Figure 1. M1 wires.
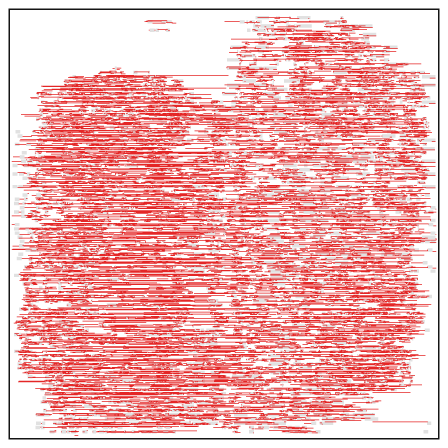
Figure 2. M2 wires.
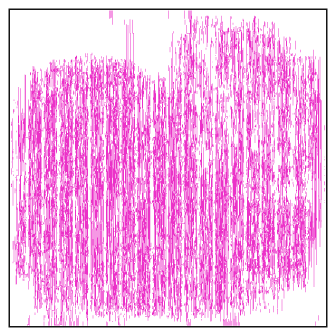
Figure 3. Signal wires on met3.
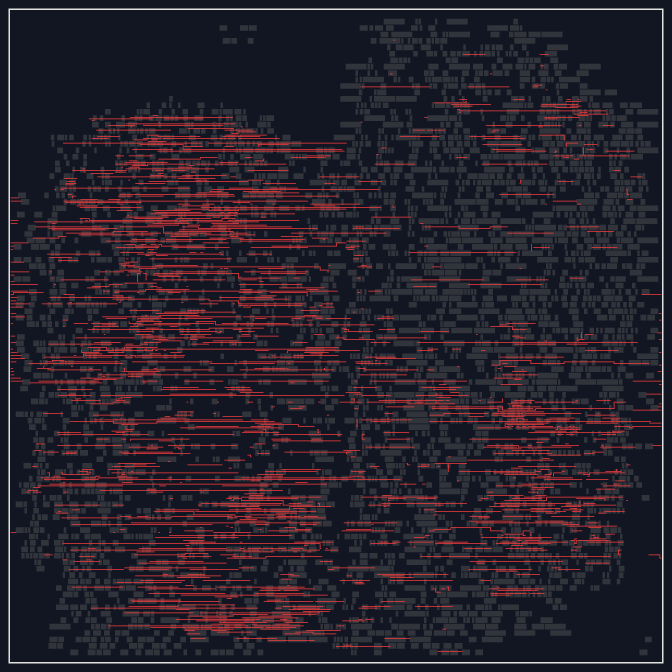
Figure 4. Signal wires on met4.
The bar under the picture is 100 µm long.
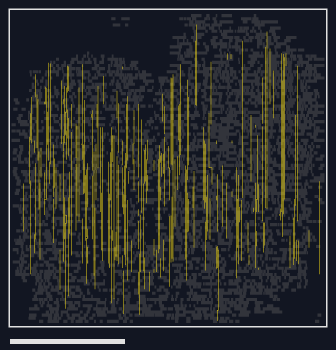
## src/rtl/alu_muldiv_pkg.sv

```systemverilog
// Shared op codes, M-extension funct3 codes and FSM state encodings for the
// execute-stage ALU with iterative multiply/divide.
package alu_muldiv_pkg;

  // Base ALU op codes
  localparam logic [3:0] OpAdd   = 4'd0;
  localparam logic [3:0] OpSub   = 4'd1;
  localparam logic [3:0] OpSubu  = 4'd2;
  localparam logic [3:0] OpAnd   = 4'd3;
  localparam logic [3:0] OpOr    = 4'd4;
  localparam logic [3:0] OpXor   = 4'd5;
  localparam logic [3:0] OpSll   = 4'd6;
  localparam logic [3:0] OpSrl   = 4'd7;
  localparam logic [3:0] OpSra   = 4'd8;
  localparam logic [3:0] OpSlt   = 4'd9;
  localparam logic [3:0] OpSltu  = 4'd10;
  localparam logic [3:0] OpLui   = 4'd11;
  localparam logic [3:0] OpAuipc = 4'd12;

  // RV32M funct3
  localparam logic [2:0] MduMul    = 3'b000;
  localparam logic [2:0] MduMulh   = 3'b001;
  localparam logic [2:0] MduMulhsu = 3'b010;
  localparam logic [2:0] MduMulhu  = 3'b011;
  localparam logic [2:0] MduDiv    = 3'b100;
  localparam logic [2:0] MduDivu   = 3'b101;
  localparam logic [2:0] MduRem    = 3'b110;
  localparam logic [2:0] MduRemu   = 3'b111;

  localparam logic [1:0] StIdle = 2'd0;
  localparam logic [1:0] StMul  = 2'd1;
  localparam logic [1:0] StDiv  = 2'd2;
  localparam logic [1:0] StDone = 2'd3;

  localparam logic ModeMul = 1'b0;
  localparam logic ModeDiv = 1'b1;

endpackage

```

## src/rtl/alu_muldiv_iter_step.sv

```systemverilog
// One radix-2 iteration: shift-add multiply step or restoring divide step.
// {hi,lo} is the product register (mul) or {remainder,quotient} (div).
module alu_muldiv_iter_step
  import alu_muldiv_pkg::*;
#(
  parameter int unsigned N = 32
) (
  input  logic         mode,
  input  logic [N-1:0] hi,
  input  logic [N-1:0] lo,
  input  logic [N-1:0] d,
  output logic [N-1:0] hi_nxt,
  output logic [N-1:0] lo_nxt
);

  logic [N:0] sum;
  logic [N:0] shl;
  logic [N:0] diff;

  always_comb begin
    sum  = {1'b0, hi} + (lo[0] ? {1'b0, d} : '0);
    shl  = {hi, lo[N-1]};
    // remainder < divisor keeps diff within N+1 bits, so bit N is the borrow
    diff = shl - {1'b0, d};
    if (mode == ModeDiv) begin
      if (!diff[N]) begin
        hi_nxt = diff[N-1:0];
        lo_nxt = {lo[N-2:0], 1'b1};
      end else begin
        hi_nxt = shl[N-1:0];
        lo_nxt = {lo[N-2:0], 1'b0};
      end
    end else begin
      hi_nxt = sum[N:1];
      lo_nxt = {sum[0], lo[N-1:1]};
    end
  end

endmodule

```

## src/rtl/alu_muldiv.sv

```systemverilog
// Execute-stage ALU: single-cycle base ops plus iterative RV32M multiply/divide,
// valid/ready on both sides and a synchronous flush.
module alu_muldiv
  import alu_muldiv_pkg::*;
#(
  parameter int unsigned N = 32
) (
  input  logic         clock,
  input  logic         reset,
  input  logic         flush,
  input  logic         in_valid,
  output logic         in_ready,
  input  logic [N-1:0] inA,
  input  logic [N-1:0] inB,
  input  logic [3:0]   op,
  input  logic         m_en,
  input  logic [2:0]   m_funct,
  output logic         out_valid,
  input  logic         out_ready,
  output logic [N-1:0] out,
  output logic         zero,
  output logic         overflow
);

  localparam int unsigned CNT_W = $clog2(N) + 1;
  localparam int unsigned SHW   = $clog2(N);
  localparam logic [CNT_W-1:0] CntMax = CNT_W'(N);
  localparam logic [CNT_W-1:0] CntOne = CNT_W'(1);

  logic [1:0]       state_q, state_d;
  logic [CNT_W-1:0] cnt_q, cnt_d;
  logic [N-1:0]     hi_q, hi_d, lo_q, lo_d, d_q, d_d;
  logic             fneg_q, fneg_d, rneg_q, rneg_d;
  logic [1:0]       funct_q, funct_d;
  logic [N-1:0]     out_q, out_d;
  logic             zero_q, zero_d, ovf_q, ovf_d;

  logic             accept, load;
  logic             signed_a, signed_b, sa, sb;
  logic [N-1:0]     mag_a, mag_b;
  logic             div_zero, div_ovf, special;
  logic [N-1:0]     special_res;
  logic [N:0]       sum_ab, dif_ab, sum_pc;
  logic [N-1:0]     upper_b, base_res;
  logic             base_ovf;
  logic [SHW-1:0]   shamt;
  logic             step_mode;
  logic [N-1:0]     step_hi, step_lo, step_d, step_hi_nxt, step_lo_nxt;
  logic [2*N-1:0]   prod, prod_fix;
  logic [N-1:0]     q_fix, r_fix, fix_res;

  assign in_ready  = !flush & ((state_q == StIdle) | ((state_q == StDone) & out_ready));
  assign accept    = in_valid & in_ready;
  assign out_valid = (state_q == StDone);
  assign out       = out_q;
  assign zero      = zero_q;
  assign overflow  = ovf_q;

  // Operand signedness from funct3: bit 2 selects divide, bit 0 marks unsigned divide
  assign signed_a = m_funct[2] ? !m_funct[0] : (m_funct[1:0] != 2'b11);
  assign signed_b = m_funct[2] ? !m_funct[0] : !m_funct[1];
  assign sa       = signed_a & inA[N-1];
  assign sb       = signed_b & inB[N-1];
  assign mag_a    = sa ? -inA : inA;
  assign mag_b    = sb ? -inB : inB;

  assign div_zero    = (inB == '0);
  assign div_ovf     = !m_funct[0] & (inA == {1'b1, {(N-1){1'b0}}}) & (inB == '1);
  assign special     = m_funct[2] & (div_zero | div_ovf);
  assign special_res = div_zero ? (m_funct[1] ? inA : '1) : (m_funct[1] ? '0 : inA);

  assign sum_ab  = {1'b0, inA} + {1'b0, inB};
  assign dif_ab  = {1'b0, inA} - {1'b0, inB};
  assign upper_b = {inB[N-1:12], 12'b0};
  assign sum_pc  = {1'b0, inA} + {1'b0, upper_b};
  assign shamt   = inB[SHW-1:0];

  always_comb begin
    base_res = '0;
    base_ovf = 1'b0;
    case (op)
      OpAdd:   begin base_res = sum_ab[N-1:0]; base_ovf = sum_ab[N]; end
      OpSub:   begin base_res = dif_ab[N-1:0]; base_ovf = dif_ab[N]; end
      OpSubu:  base_res = dif_ab[N:1];
      OpAnd:   base_res = inA & inB;
      OpOr:    base_res = inA | inB;
      OpXor:   base_res = inA ^ inB;
      OpSll:   base_res = inA << shamt;
      OpSrl:   base_res = inA >> shamt;
      OpSra:   base_res = $signed(inA) >>> shamt;
      OpSlt:   base_res = {{(N-1){1'b0}}, $signed(inA) < $signed(inB)};
      OpSltu:  base_res = {{(N-1){1'b0}}, inA < inB};
      OpLui:   base_res = upper_b;
      OpAuipc: begin base_res = sum_pc[N-1:0]; base_ovf = sum_pc[N]; end
      default: ;
    endcase
  end

  // The first iteration runs on the incoming operands during the accept cycle
  always_comb begin
    if ((state_q == StMul) || (state_q == StDiv)) begin
      step_mode = (state_q == StDiv) ? ModeDiv : ModeMul;
      step_hi   = hi_q;
      step_lo   = lo_q;
      step_d    = d_q;
    end else begin
      step_mode = m_funct[2] ? ModeDiv : ModeMul;
      step_hi   = '0;
      step_lo   = m_funct[2] ? mag_a : mag_b;
      step_d    = m_funct[2] ? mag_b : mag_a;
    end
  end

  alu_muldiv_iter_step #(
    .N(N)
  ) u_step (
    .mode   (step_mode),
    .hi     (step_hi),
    .lo     (step_lo),
    .d      (step_d),
    .hi_nxt (step_hi_nxt),
    .lo_nxt (step_lo_nxt)
  );

  assign prod     = {hi_q, lo_q};
  assign prod_fix = fneg_q ? -prod : prod;
  assign q_fix    = fneg_q ? -lo_q : lo_q;
  assign r_fix    = rneg_q ? -hi_q : hi_q;

  always_comb begin
    if (state_q == StDiv) begin
      fix_res = funct_q[1] ? r_fix : q_fix;
    end else begin
      fix_res = (funct_q == 2'b00) ? prod_fix[N-1:0] : prod_fix[2*N-1:N];
    end
  end

  always_comb begin
    state_d = state_q;
    cnt_d   = cnt_q;
    hi_d    = hi_q;
    lo_d    = lo_q;
    d_d     = d_q;
    fneg_d  = fneg_q;
    rneg_d  = rneg_q;
    funct_d = funct_q;
    out_d   = out_q;
    zero_d  = zero_q;
    ovf_d   = ovf_q;
    load    = 1'b0;

    case (state_q)
      StIdle: load = accept;
      StMul, StDiv: begin
        if (cnt_q == CntMax) begin
          out_d   = fix_res;
          zero_d  = (fix_res == '0);
          ovf_d   = 1'b0;
          cnt_d   = '0;
          state_d = StDone;
        end else begin
          hi_d  = step_hi_nxt;
          lo_d  = step_lo_nxt;
          cnt_d = cnt_q + CntOne;
        end
      end
      StDone: begin
        if (out_ready) begin
          state_d = StIdle;
          load    = accept;
        end
      end
      default: state_d = StIdle;
    endcase

    if (load) begin
      if (!m_en) begin
        out_d   = base_res;
        zero_d  = (base_res == '0);
        ovf_d   = base_ovf;
        state_d = StDone;
      end else if (special) begin
        out_d   = special_res;
        zero_d  = (special_res == '0);
        ovf_d   = !div_zero & div_ovf;
        state_d = StDone;
      end else begin
        hi_d    = step_hi_nxt;
        lo_d    = step_lo_nxt;
        d_d     = step_d;
        fneg_d  = sa ^ sb;
        rneg_d  = sa;
        funct_d = m_funct[1:0];
        cnt_d   = CntOne;
        state_d = m_funct[2] ? StDiv : StMul;
      end
    end

    if (flush) begin
      state_d = StIdle;
      cnt_d   = '0;
    end
  end

  always_ff @(posedge clock or posedge reset) begin
    if (reset) begin
      state_q <= StIdle;
      cnt_q   <= '0;
      hi_q    <= '0;
      lo_q    <= '0;
      d_q     <= '0;
      fneg_q  <= 1'b0;
      rneg_q  <= 1'b0;
      funct_q <= '0;
      out_q   <= '0;
      zero_q  <= 1'b0;
      ovf_q   <= 1'b0;
    end else begin
      state_q <= state_d;
      cnt_q   <= cnt_d;
      hi_q    <= hi_d;
      lo_q    <= lo_d;
      d_q     <= d_d;
      fneg_q  <= fneg_d;
      rneg_q  <= rneg_d;
      funct_q <= funct_d;
      out_q   <= out_d;
      zero_q  <= zero_d;
      ovf_q   <= ovf_d;
    end
  end

endmodule
```

## config.mk

```make
export PLATFORM = sky130hd
export DESIGN_NAME = alu_muldiv
export DESIGN_NICKNAME = d
export VERILOG_FILES = /design/src/rtl/alu_muldiv_pkg.sv /design/src/rtl/alu_muldiv_iter_step.sv /design/src/rtl/alu_muldiv.sv
export SDC_FILE = /design/constraint.sdc
export NUM_CORES = 2
export LEC_CHECK = 0
export CORE_UTILIZATION = 38
export DETAILED_ROUTE_END_ITERATION = 16
export SYNTH_ARGS = -nofsm -noshare
export SYNTH_HDL_FRONTEND = slang
export SYNTH_HIERARCHICAL = 1
export SYNTH_SLANG_ARGS = --single-unit
```

## constraint.sdc

```tcl
create_clock -name clock -period 11.2 [get_ports clock]
set_clock_uncertainty 0.15 [all_clocks]
set_input_delay 1.12 -clock clock [delete_from_list [all_inputs] [get_ports clock]]
set_output_delay 1.12 -clock clock [all_outputs]
set_load 0.1 [all_outputs]
```

==> Implementation_results.wiki <==
== Metrics ==
{| class="wikitable"
! Metric !! Value
|-
| Routed via count divided by cell count || between 6 and 7
|-
| Synth Warn # || 6
|-
| XOR/XNOR share of the synthesized area || around 6.3%
|-
| Clock Root Buffer || clkbuf_16
|-
| R2r worst-path depth || 17
|-
| Number of buffers and inverters on the critical path || 2
|-
| Maximum achievable frequency || ~0.13 GHz
|-
| Number of diodes added for antenna fixing || 0
|-
| Worst hold slack || roughly 0.33 ns
|-
| Hold path cells || 2
|-
| Number of input and output port buffers inserted || 112
|-
| Ports || about 110
|-
| Compound Share, Synth || between 20 and 30%
|-
| Clock share of power || just under 9%
|-
| Met1 wire length || ~60000 µm
|-
| Top layer used by detailed routing || met5
|-
| Worst-Skew Late Latency || between 0.4 and 0.5 ns
|-
| Number of clock sinks || approximately 140
|-
| Yosys top cell by instances || nand2_1
|-
| Initial cell density of the core || 38.7%
|-
| Yosys Chip Area || roughly 0.028 mm²
|-
| Detailed route wirelength on metal3 || roughly 15000 µm
|-
| Remaining global-route overflow || 0
|-
| Period minus WS final || 7.95 ns
|-
| Proportion of final cell area spent on non-clock buffers || under 10%
|-
| Crit Reg-Reg Startpoint || state_q[1]
|-
| Sequential share of cell area || a little under an eighth
|-
| Worst reg2reg setup slack || 5.28 ns
|-
| Non-clock buffer total of the final layout || around 230
|-
| Basic Gates by Area || approximately 25%
|-
| Die area || about 0.076 mm²
|-
| Fin. max-slew vios || 0
|-
| Max stage delay cell, worst path || nor4_1
|-
| Adder and majority cell fraction of the synthesized area || 7.98%
|-
| Outcome || completed
|-
| Worst reg2reg endpoint || hi_q[30]
|-
| Post-Layout Inst Area || 0.0309 mm²
|-
| Final cell utilization of the core || roughly 42%
|-
| Number of library cell types mapped by synthesis || around 100
|-
| Flop pwr share || ~18%
|-
| Weighted congestion reported at the end of routability-driven placement || 1.09
|-
| Stage-log warning count || 95
|-
| Max_slew headroom || a little over an eighth
|-
| Routed length on met2 || 65800 µm
|-
| Delay contributed by the slowest stage of the critical path || ~1 ns
|-
| CP Data Arrival Time || about 8.1 ns
|-
| Pwr per Cell Area || approximately 210 mW/mm²
|-
| Most frequent logic cell in the layout || nand2_1
|-
| Final worst slack || approximately 3.3 ns
|-
| Flop area || approximately 0.0036 mm²
|-
| Cell total in the yosys stat output || ~4000
|-
| Total global routing track utilization || between 30% and 40%
|-
| Non-clock inverter instance count of the final layout || around 170
|-
| Internal cell power || approximately 2800 µW
|-
| Wire length of the first global-routing pass || 216000 µm
|-
| Power after layout || 6530 µW
|-
| Most common flop cell mapped by yosys || dfrtp_1
|-
| Syn_nets || approximately 4200
|-
| Pin count of the biggest net entering global routing || just under 100
|-
| Via count of the first global-routing pass || 30200
|-
| First-pass DRT Iterations || 7
|-
| Switching part of the total || around 58%
|-
| DP HPWL || 118000 µm
|-
| Synth async-reset ratio || 100%
|-
| Routing layer with the top usage in global route || met2
|-
| Worst Path Required || ~11 ns
|-
| Number of design-rule violations left by the first detailed-router iteration || 4831
|-
| Number of buffers inserted to repair setup after CTS || 0
|-
| End point of the critical path || hi_q[30]
|-
| RSZ-0062 raised after global routing || false
|-
| Clock-pin transition on the worst setup and hold timing paths || roughly 0.07 ns
|-
| Actual transition at the worst max-transition pin || about 1.3 ns
|-
| DRC errors left || 0
|-
| Classification of the worst-slack hold path || flip-flop to flip-flop
|-
| Dominant combinational family || AND-OR/OR-AND gates
|-
| Non-filler cells, final || roughly 4900
|-
| MUX area fraction || approximately 14%
|-
| Post-Syn Area || about 0.028 mm²
|-
| Worst vdd ir || 0.208 mV
|-
| Highest-power group || combinational cells
|-
| Count of nets left with antenna violations after detail routing || 0
|-
| Number of buffers on the longest clock path || 2
|-
| Combinational share of power || ~73%
|-
| Synth-to-layout area growth || 8.60%
|-
| Num tapcells || roughly 960
|-
| Sequential cell count || between 100 and 150
|-
| Die span in x || between 200 and 300 µm
|-
| Synthesized instance count || ~4000
|-
| Detail-routed net length per standard cell || slightly above 30 µm
|-
| Post-synth EDFFs || 0
|-
| Ratio of cells with drive above 1 in the final layout || a little over a tenth
|-
| Top cell area share || 12.5%
|-
| Logic power comb || ~4800 µW
|-
| Chip height || around 280 µm
|-
| Worst min-delay path startpoint || d_q[2]
|-
| Most frequent cells in the layout || nand2_1 (593), nor2_1 (314), a21oi_1 (274)
|-
| Count of standard-cell rows || 99
|-
| Critical path launch point type || input port
|}
## Picture notes: Figure 1
The layer carries 60.0 mm of wire. 3872 nets have wire on it.
total routed wirelength: 151000 µm
met1 capacity usage during global routing: 49.5%

## Picture notes: Figure 2
3274 nets have wire on it. The layer holds 44% of the routed length. The wires run mostly vertical.
met2 usage in global routing: 60.2%
total via count after detailed routing: 32800

## Picture notes: Figure 3
The layer holds 10% of the routed length. The longest straight run is 119 µm. The wires run mostly horizontal. The layer carries 15100 µm of wire. 676 nets have wire on it.
GR Util met3: 7.74%

## Picture notes: Figure 4
168 nets have wire on it. The layer carries 10100 µm of wire. The layer holds 6.7% of the routed length.

Power is estimated from default activity; no workload was simulated.
